### src/rtl/mesh_ni_packetizer.sv
// mesh_ni_packetizer
//   Terminal-side NoC transmitter. Takes a packet descriptor (destination
//   row/column, payload length) and a stream of payload words. Emits one
//   wormhole packet of HEAD, optional BODY flits, and TAIL on a valid/ready
//   terminal input channel of the 2D mesh.
//
// Ports
//   clk_i, rst_i        clock; synchronous active-high reset
//   pkt_vld_i/pkt_rdy_o descriptor handshake
//   pkt_dst_row_i       destination row
//   pkt_dst_col_i       destination column
//   pkt_len_i           number of payload flits
//   pld_data_i          payload word
//   pld_vld_i/pld_rdy_o payload handshake
//   flit_data_o         registered flit, {id, data}
//   flit_vld_o          registered flit valid
//   flit_rdy_i          NoC ready
//   pkt_sent_o          one-cycle pulse after the tail flit handshake
//   err_o               one-cycle pulse after an out-of-range descriptor
module mesh_ni_packetizer #(
  parameter  int ROW_N       = 3,
  parameter  int COL_M       = 3,
  parameter  int CHANNEL_W   = 8,
  parameter  int FLIT_ID_W   = 2,
  parameter  int LEN_W       = 4,
  localparam int ROW_ADDR_W  = (ROW_N > 1) ? $clog2(ROW_N) : 1,
  localparam int COL_ADDR_W  = (COL_M > 1) ? $clog2(COL_M) : 1,
  localparam int FLIT_DATA_W = CHANNEL_W - FLIT_ID_W
) (
  input  logic                   clk_i,
  input  logic                   rst_i,
  input  logic                   pkt_vld_i,
  output logic                   pkt_rdy_o,
  input  logic [ROW_ADDR_W-1:0]  pkt_dst_row_i,
  input  logic [COL_ADDR_W-1:0]  pkt_dst_col_i,
  input  logic [LEN_W-1:0]       pkt_len_i,
  input  logic [FLIT_DATA_W-1:0] pld_data_i,
  input  logic                   pld_vld_i,
  output logic                   pld_rdy_o,
  output logic [CHANNEL_W-1:0]   flit_data_o,
  output logic                   flit_vld_o,
  input  logic                   flit_rdy_i,
  output logic                   pkt_sent_o,
  output logic                   err_o
);

  localparam logic [FLIT_ID_W-1:0] ID_HEAD = FLIT_ID_W'(1);
  localparam logic [FLIT_ID_W-1:0] ID_BODY = FLIT_ID_W'(2);
  localparam logic [FLIT_ID_W-1:0] ID_TAIL = FLIT_ID_W'(3);

  // One extra bit so a power-of-two mesh dimension is still representable.
  localparam logic [ROW_ADDR_W:0] ROW_LIM = (ROW_ADDR_W + 1)'(ROW_N);
  localparam logic [COL_ADDR_W:0] COL_LIM = (COL_ADDR_W + 1)'(COL_M);

  typedef enum logic [1:0] {
    ST_IDLE,
    ST_BODY,
    ST_ZTAIL
  } state_t;

  state_t state_q, state_d;

  logic [LEN_W-1:0]       remaining_q;
  logic                   out_free;
  logic                   dst_ok;
  logic                   pkt_hs;
  logic                   pld_hs;
  logic                   load_head;
  logic                   load_ztail;
  logic                   last_pld;
  logic [FLIT_DATA_W-1:0] head_data;
  logic [FLIT_ID_W-1:0]   out_id;

  // Output register can take a new flit when empty or draining this cycle.
  assign out_free = !flit_vld_o || flit_rdy_i;
  assign out_id   = flit_data_o[CHANNEL_W-1 -: FLIT_ID_W];

  always_comb begin
    dst_ok = ({1'b0, pkt_dst_row_i} < ROW_LIM) && ({1'b0, pkt_dst_col_i} < COL_LIM);
    head_data = '0;
    head_data[COL_ADDR_W-1:0]          = pkt_dst_col_i;
    head_data[COL_ADDR_W +: ROW_ADDR_W] = pkt_dst_row_i;
    pkt_hs     = pkt_vld_i && pkt_rdy_o;
    pld_hs     = pld_vld_i && pld_rdy_o;
    load_head  = pkt_hs && dst_ok;
    load_ztail = (state_q == ST_ZTAIL) && out_free;
    last_pld   = (remaining_q == LEN_W'(1));
  end

  // State register
  always_ff @(posedge clk_i) begin
    if (rst_i) begin
      state_q <= ST_IDLE;
    end else begin
      state_q <= state_d;
    end
  end

  // Next-state logic
  always_comb begin
    state_d = state_q;
    unique case (state_q)
      ST_IDLE: begin
        if (load_head) begin
          state_d = (pkt_len_i == '0) ? ST_ZTAIL : ST_BODY;
        end
      end
      ST_BODY: begin
        if (pld_hs && last_pld) begin
          state_d = ST_IDLE;
        end
      end
      ST_ZTAIL: begin
        if (out_free) begin
          state_d = ST_IDLE;
        end
      end
      default: state_d = ST_IDLE;
    endcase
  end

  // Output logic
  always_comb begin
    pkt_rdy_o = 1'b0;
    pld_rdy_o = 1'b0;
    unique case (state_q)
      ST_IDLE:  pkt_rdy_o = out_free;
      ST_BODY:  pld_rdy_o = out_free;
      ST_ZTAIL: ;
      default:  ;
    endcase
  end

  // Flit output register, remaining counter and event pulses
  always_ff @(posedge clk_i) begin
    if (rst_i) begin
      flit_data_o <= '0;
      flit_vld_o  <= 1'b0;
      remaining_q <= '0;
      pkt_sent_o  <= 1'b0;
      err_o       <= 1'b0;
    end else begin
      pkt_sent_o <= flit_vld_o && flit_rdy_i && (out_id == ID_TAIL);
      err_o      <= pkt_hs && !dst_ok;
      if (load_head) begin
        flit_data_o <= {ID_HEAD, head_data};
        flit_vld_o  <= 1'b1;
        remaining_q <= pkt_len_i;
      end else if (pld_hs) begin
        flit_data_o <= {(last_pld ? ID_TAIL : ID_BODY), pld_data_i};
        flit_vld_o  <= 1'b1;
        remaining_q <= remaining_q - LEN_W'(1);
      end else if (load_ztail) begin
        flit_data_o <= {ID_TAIL, {FLIT_DATA_W{1'b0}}};
        flit_vld_o  <= 1'b1;
      end else if (flit_rdy_i) begin
        flit_vld_o  <= 1'b0;
      end
    end
  end

endmodule
### config.mk
export PLATFORM = sky130hd
export DESIGN_NAME = mesh_ni_packetizer
export DESIGN_NICKNAME = d
export VERILOG_FILES = /design/src/rtl/mesh_ni_packetizer.sv
export SDC_FILE = /design/constraint.sdc
export NUM_CORES = 1
export LEC_CHECK = 0
export CORE_ASPECT_RATIO = 0.6
export CORE_UTILIZATION = 39
export DETAILED_ROUTE_END_ITERATION = 16
export PLACE_DENSITY_LB_ADDON = 0.05
export SLEW_MARGIN = 10
export SYNTH_ARGS = -nofsm -noshare
export SYNTH_HDL_FRONTEND = slang
export SYNTH_SLANG_ARGS = --single-unit
### constraint.sdc
create_clock -name clk_i -period 1.2 [get_ports clk_i]
set_input_delay 0.24 -clock clk_i [delete_from_list [all_inputs] [get_ports clk_i]]
set_output_delay 0.24 -clock clk_i [all_outputs]
set_load 0.02 [all_outputs]
### Metal layers overlaid, run 1

Drawn at 8 px/um. Two of the layers only.
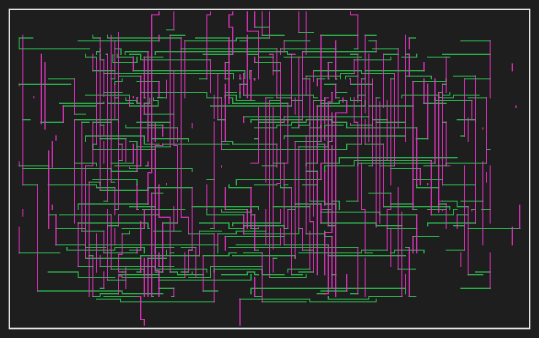
M1: drawn in green, wire length 1370 um. M2: drawn in magenta, wire length 1530 um.

### Placement view, run 1

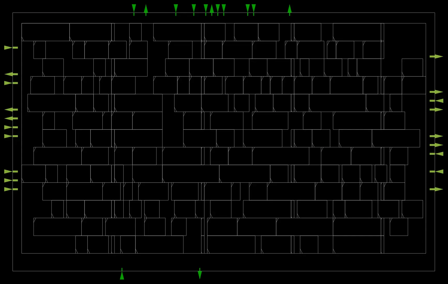
FF+latch count: 17
fin cells: 194
core box area: 0.00220 mm2
Seq/total area: 20.8%
Core Util, Final: 77.2%

==> metrics.csv, run 1 <==
stage;metric;value;unit
status;run_status;finished with violations;
status;violations;setup timing;
pwr;top_power_group;registers;
pwr;p_int;1130;uW
critical_path;worstSetupPathType;reg -> reg;
final_layout;drive_gt1_share;53.7;%
clock_network;clock_sinks;17;
final_layout;regMostFlops;flit_data_o;
timing;setup_slack;-0.204;ns
place;place.port_buffers;31;
timing;fmaxAchievable;0.712;GHz
route;routed_wl;3240;um
timing;period_used_share;117;%
pwr;power_switching;506;uW
pwr;finalPower;1640;uW
critical_path;slowest_delay;0.44;ns
global_route;grt_overflow;0;
critical_path;path_buffers;1;
timing;finalClockSkew;0.00147;ns
route;dr_total_vias;1087;
final_layout;fin_nets;186;
yosys;synth-seq-cells;17;
critical_path;critical_path.slowest_cell;or3_4;
floorplanning;chipWidth;64.9;um
timing;worstMarginPinSlew;0.261;ns
timing;report.final.setup_viol;15;
global_route;grt_pass1_vias;944;
yosys;avgSynthCellArea;9.63;um2
critical_path;start_kind;flop;
yosys;async_flop_share;0;%
pwr;clk-power;432;uW
critical_path;crit_required;1.34;ns
critical_path;cp.arrival;1.54;ns
floorplanning;num_rows;13;
route;drc;0;
yosys;ys_seq_share;36.8;%
timing;fin_tns_setup;-1.60;ns
place;post-dp-hpwl;2050;um
floorplanning;chipArea;0.00258;mm2
clock_network;cts_buffers;3;
pwr;swShare;30.9;%
final_layout;areaGrowthSynthToFinish;83.2;%
pwr;clock_power_share;26.4;%
place;gp_congestion;0.793;
### Supply network, run 1

Drawn at 10 px/um. Pins as bars on the die edge. Tap cells in gray.
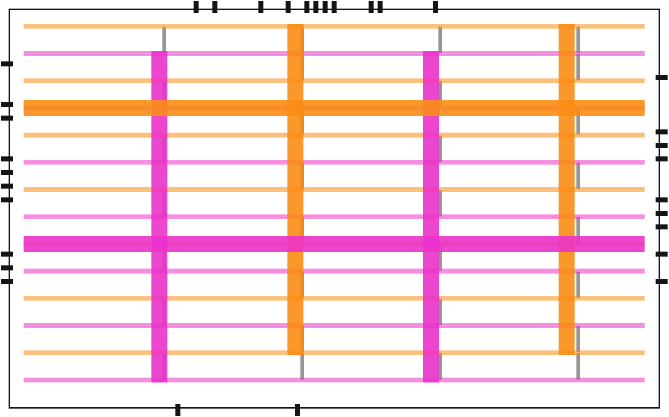
VSS: drawn in magenta. VDD: drawn in orange.
32 signal pins sit on the boundary. 4 straps on met4. 30 tap cells. 2 straps on met5.

### Pin placement, run 1

Drawn at 10 px/um. Pins as bars across the die edge, other pins in gray.
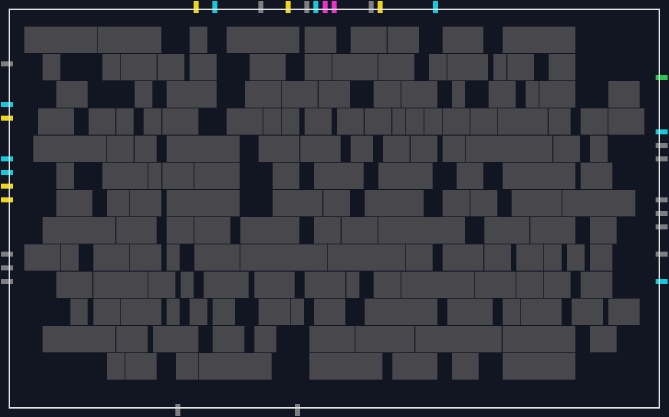
`pkt_dst_row_i`: drawn in magenta, pins 2, direction input, edge top. `flit_data_o`: drawn in cyan, pins 8, direction output, edge 3 top, 3 left, 2 right. `pld_data_i`: drawn in yellow, pins 6, direction input, edge 3 top, 3 left. `pkt_sent_o`: drawn in green, pins 1, direction output, edge right.

==> run 1: path summary, 6_finish.rpt <==
kind | from | to | slack [ns]
setup / recovery | flit_vld_o | state_q[0] | -0.20
hold / removal | pkt_len_i[3] | remaining_q[3] | 0.27
setup reg to reg | flit_vld_o | state_q[0] | -0.20
hold reg to reg | flit_data_o[5] | flit_data_o[5] | 0.49
==> run 1: kinds of logic after synthesis <==
logic type | share of synthesized area [%]
AOI/OAI and AO/OA | 24.4
xor gates and xnor gates | 0.947
adders and majority gates | 2.71
buffers and inverters | 6.09
DFF | 36.8
muxes | 1.22
and+or+nand+nor | 27.9
==> run 1: area by class of cell <==
type	instances	area, um2	area share, %
multi-input combinational	72	672	39.7
timing repair buffer	69	581	34.3
sequential	17	352	20.8
clock buffer	4	45.0	2.66
tap	30	37.5	2.22
inverter	2	7.51	0.443
==> run 1: metal layers <==
metal  track usage, %  routed length, um  share of wire (%)
met4             7.78                 13               0.40
met5                0                  0                  0
met2             44.8               1530                 47
met1             33.2               1370                 42
met3             4.65                331                 10
==> run 1: timing repair <==
item	in CTS	in global routing
hold endpoints to repair	0	0
buffers inserted	4	8
endpoints found under the setup margin	29	23
gates resized	67	26
pin swaps	23	13
hold buffers	0	0
cloned	1	0
==> run 1: synth_stat cells (2+ instances only) <==
cell type	instances	area share, %
a211oi_1	2	1.6
a211oi_2	2	2.7
a21oi_1	8	4.3
a222oi_1	4	4.3
a31oi_1	3	2.0
buf_6	3	3.7
clkbuf_1	2	0.81
dfxtp_1	17	37
ha_1	2	2.7
inv_1	2	0.81
nand2_1	5	2.0
nand3_1	7	3.8
nand4_1	2	1.4
nor2_1	6	2.4
nor3_2	2	2.2
o21ai_1	4	2.2
==> inputs of run 2 (changes only) <==
--- a/config.mk
+++ b/config.mk
@@ -6,6 +6,7 @@
 export NUM_CORES = 1
 export LEC_CHECK = 0
 export CORE_ASPECT_RATIO = 0.6
+export CORE_MARGIN = 2
 export CORE_UTILIZATION = 39
 export DETAILED_ROUTE_END_ITERATION = 16
 export PLACE_DENSITY_LB_ADDON = 0.05
### Metal layers overlaid, run 2

Drawn at 8 px/um. Two of the layers only.
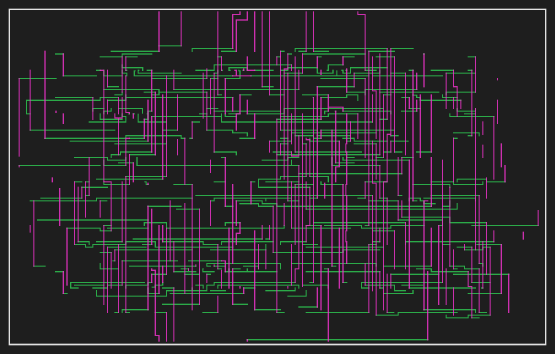
M2: drawn in magenta, wire length 1390 um. M1: drawn in green, wire length 1450 um.

==> metrics.csv, run 2 <==
stage;metric;value;unit;change
timing;period_used_share;115;%;was 117%
place;gp_congestion;0.778;;was 0.793
clock_network;insertion_delay;0.25;ns;about the same
place;post-dp-hpwl;2000;um;was 2050 um
yosys;netlist.area_leader.share;36.8;%;unchanged
final_layout;final_area;0.00166;mm2;was 0.00169 mm2
status;violations;setup timing;;unchanged
route;ant_nets;0;;unchanged
route;dr_total_vias;1028;;was 1087
floorplanning;chipWidth;66.9;um;was 64.9 um
yosys;avgSynthCellArea;9.63;um2;unchanged
final_layout;areaGrowthSynthToFinish;79.8;%;was 83.2%
yosys;ys_seq_share;36.8;%;unchanged
final_layout;flop_area;349;um2;was 352 um2
clock_network;cts_buffers;3;;unchanged
global_route;grt_overflow;0;;unchanged
yosys;area_leaders;dfxtp_1 (37%), a21oi_1 (4.3%), a222oi_1 (4.3%);;unchanged
critical_path;cpLargestDelayFamily;AND-OR/OR-AND gates;;was simple AND/OR/NAND/NOR gates
yosys;yosys.cell_count.top_type;dfxtp_1;;unchanged
floorplanning;chipArea;0.00279;mm2;was 0.00258 mm2
timing;setup_slack;-0.178;ns;was -0.204 ns
floorplanning;fp_util;41.8;%;was 42.1%
yosys;synth-seq-cells;17;;unchanged
final_layout;regMostFlops;flit_data_o;;unchanged
final_layout;fin_nets;182;;was 186
final_layout;logic_area;663;um2;was 672 um2
status;run_status;finished with violations;;unchanged
clock_network;clock_sinks;17;;unchanged
critical_path;start_kind;flop;;unchanged
clock_network;holdBufCountCts;0;;unchanged
global_route;grt_pass1_vias;973;;was 944
pwr;finalPower;1610;uW;was 1640 uW
timing;report.final.setup_viol;14;;was 15
place;place.port_buffers;31;;unchanged
yosys;async_flop_share;0;%;unchanged
critical_path;worstSetupPathType;reg -> reg;;unchanged
timing;worstMarginPinSlew;0.331;ns;was 0.261 ns
timing;finalClockSkew;0.000967;ns;was 0.00147 ns
timing;fmaxAchievable;0.726;GHz;was 0.712 GHz
final_layout;drive_gt1_share;51.9;%;was 53.7%
critical_path;critical_path.slowest_cell;dfxtp_4;;was or3_4
yosys;netlist_top_cells_count;dfxtp_1 (17), a21oi_1 (8), nand3_1 (7);;unchanged
critical_path;cp.depth;6;;was 5
critical_path;crit_required;1.33;ns;was 1.34 ns
route;drc;0;;unchanged
route;routed_wl;3040;um;was 3240 um
### Placement view, run 2

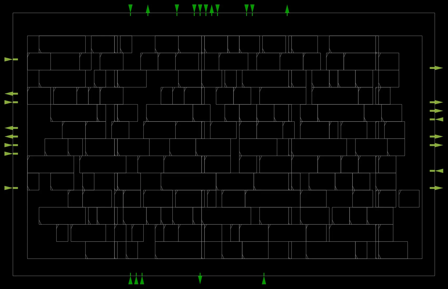
filler cell count in the final layout: 162
fin cells: 190
Core Util, Final: 75.2%
core box area: 0.00221 mm2
# rows: 13

[run 2: cell counts after synthesis]
Identical to the previous run, type by type.
[run 2: power breakdown]
group          total, uW  switching, uW  internal [uW]
combinational        553            269            284
clock                422            186            235
sequential           632           28.9            603
total               1610            485           1120
[run 2: timing repair]
action | CTS | global route
setup endpoints to repair | 28 | 21
gates resized | 68 | 25
gates cloned | 1 | 0
setup buffers | 8 | 2
pin swaps | 25 | 16
[run 2: area by class of cell]
type                       count  share of cell area, %
clock buffer                   4                   2.71
multi-input combinational     72                   39.9
sequential                    17                   21.0
timing repair buffer          65                   33.7
inverter                       2                  0.451
tap                           30                   2.26
[run 2: cells by family (layout without fill, tap and decap cells)]
logic type / Yosys count / count (layout) / share of synthesized area (%)
AND/OR/NAND/NOR: 36 / 37 / 27.9
AND-OR/OR-AND: 31 / 31 / 24.4
flip-flops: 17 / 17 / 36.8
buffers and inverters: 8 / 71 / 6.09
adder cells (fa/ha/maj): 2 / 2 / 2.71
XOR/XNOR: 1 / 1 / 0.947
multiplexers: 1 / 1 / 1.22
[run 2: path summary, 6_finish.rpt]
path / slack [ns] / startpoint / end
worst max register to register: -0.18 / flit_vld_o / flit_data_o[0]
worst max-delay path: -0.18 / flit_vld_o / flit_data_o[0]
worst min-delay path: 0.27 / pkt_len_i[3] / remaining_q[3]
worst min register to register: 0.48 / flit_data_o[5] / flit_data_o[5]
[run 2: layer usage]
layer / wire (um) / share of wire (%) / global-route usage, % / up-vias
li1: - / - / - / 500
met1: 1450 / 48 / 32.8 / 489
met2: 1390 / 46 / 33.4 / 37
met3: 188 / 6.2 / 4.88 / 2
met4: 8 / 0.26 / 2.45 / 0
met5: 0 / 0 / 0 / -
### Met2 routing, run 2

Drawn at 8 px/um. Cells faint in the background.
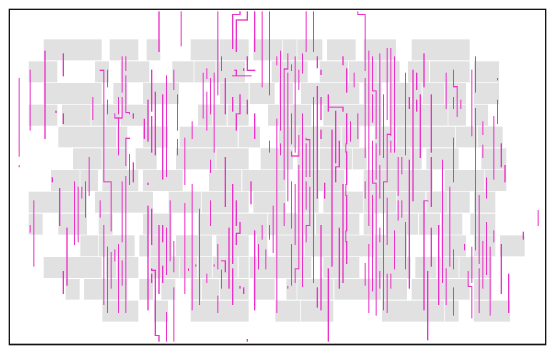

==> inputs of run 3 (changes only) <==
--- a/config.mk
+++ b/config.mk
@@ -5,9 +5,11 @@
 export SDC_FILE = /design/constraint.sdc
 export NUM_CORES = 1
 export LEC_CHECK = 0
+export ABC_AREA = 1
 export CORE_ASPECT_RATIO = 0.6
 export CORE_MARGIN = 2
-export CORE_UTILIZATION = 39
+export CORE_UTILIZATION = 35
+export CTS_BUF_LIST = sky130_fd_sc_hd__clkbuf_4 sky130_fd_sc_hd__clkbuf_8 sky130_fd_sc_hd__clkbuf_16
 export DETAILED_ROUTE_END_ITERATION = 16
 export PLACE_DENSITY_LB_ADDON = 0.05
 export SLEW_MARGIN = 10
### Met2 routing, run 3

Drawn at 6 px/um. Cells faint in the background.
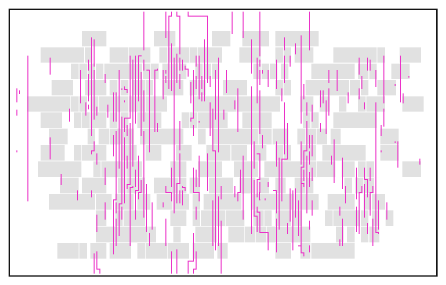
The longest straight run is 25.8 um. The layer holds 42% of the routed length. The wires run mostly vertical. The layer carries 1130 um of wire.

==> metrics.csv, run 3 <==
stage;metric;value;unit;change
yosys;netlist_top_cells_count;nand2_1 (46), inv_1 (18), dfxtp_1 (17);;was dfxtp_1 (17), a21oi_1 (8), nand3_1 (7)
final_layout;fillers;230;;was 162
critical_path;cp.arrival;1.44;ns;was 1.51 ns
status;run_status;finished with violations;;unchanged
timing;report.final.setup_viol;13;;was 14
final_layout;logic_area;593;um2;was 663 um2
final_layout;drive_gt1_share;29.3;%;was 51.9%
pwr;combinationalPowerShare;35.8;%;was 34.4%
status;violations;setup timing;;unchanged
yosys;yosys.cell_count.top_type;nand2_1;;was dfxtp_1
final_layout;buffers;54;;was 65
yosys;avgSynthCellArea;6.89;um2;was 9.63 um2
timing;setup_slack;-0.0494;ns;was -0.178 ns
final_layout;fin_nets;220;;was 182
pwr;power.share.sequential;38.1;%;was 39.3%
route;ant_nets;0;;unchanged
critical_path;crit_required;1.39;ns;was 1.33 ns
yosys;area_leaders;dfxtp_1 (36%), nand2_1 (18%), inv_1 (7.2%);;was dfxtp_1 (37%), a21oi_1 (4.3%), a222oi_1 (4.3%)
floorplanning;taps;32;;was 30
yosys;async_flop_share;0;%;unchanged
critical_path;slowest_delay;0.36;ns;was 0.34 ns
critical_path;start_kind;flop;;unchanged
### Supply network, run 3

Drawn at 8 px/um. Pins as bars on the die edge. Tap cells in gray.
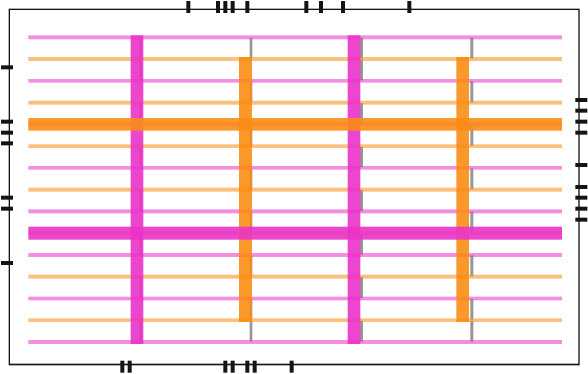
VDD: drawn in orange. VSS: drawn in magenta.
The core has 14 rows. 32 tap cells. 15 met1 rails follow the rows. 32 signal pins sit on the boundary. 4 straps on met4.

==> run 3: netlist changes by cell type in the layout (fill, tap and decap cells not counted), moves of 6 or more <==
cell	previous run	this run
nand2_1	3	42
inv_1	2	18
nor2_1	4	14
buf_4	27	19
clkdlybuf4s50_1	7	15
clkdlybuf4s15_1	7	1
==> run 3: worst paths after layout <==
| kind | start | to | slack [ns] | cells past startpoint |
|---|---|---|---|---|
| setup / recovery | state_q[0] | remaining_q[2] | -0.05 | 9 |
| hold / removal | pkt_dst_col_i[0] | flit_data_o[0] | 0.36 | 5 |
| setup reg to reg | state_q[0] | remaining_q[2] | -0.05 | 9 |
| hold reg to reg | flit_data_o[5] | flit_data_o[5] | 0.46 | 2 |
==> run 3: critical path, delay by kind of cell (launching register included) <==
kind / cells / cell delay (ns)
AND-OR/OR-AND: 1 / 0.12
buffers and inverters: 3 / 0.31
flip-flops: 1 / 0.36
AND/OR/NAND/NOR: 5 / 0.39
==> run 3: what timing repair did <==
action | in CTS | in global routing
resized | 43 | 9
gates cloned | 3 | 0
setup buffers | 2 | 1
pin swaps | 13 | 5
endpoints found under the setup margin | 29 | 20
==> run 3: logic make-up (layout without fill, tap and decap cells) <==
group	count (synthesis)	in the layout	share of synthesized area [%]
and+or+nand+nor	84	86	45.0
buffers and inverters	21	80	8.89
DFF	17	17	36.1
AOI/OAI and AO/OA	13	13	7.43
adders and majority gates	2	2	2.65
==> run 3: power groups by stage <==
stage	sequential, uW	clock (uW)	combinational, uW
floorplan	689	0	251
global placement	655	0	540
detailed placement	656	0	548
CTS	641	446	584
global route	648	473	661
finish	642	439	604
==> run 3: per-layer routing <==
metal | track usage (%) | share of wire [%]
met1 | 24.7 | 52
met2 | 29.0 | 42
met3 | 6.15 | 5.6
met4 | 5.28 | 0.37
met5 | 0 | 0
No activity file was given, so power comes from the tool's default toggle rates.
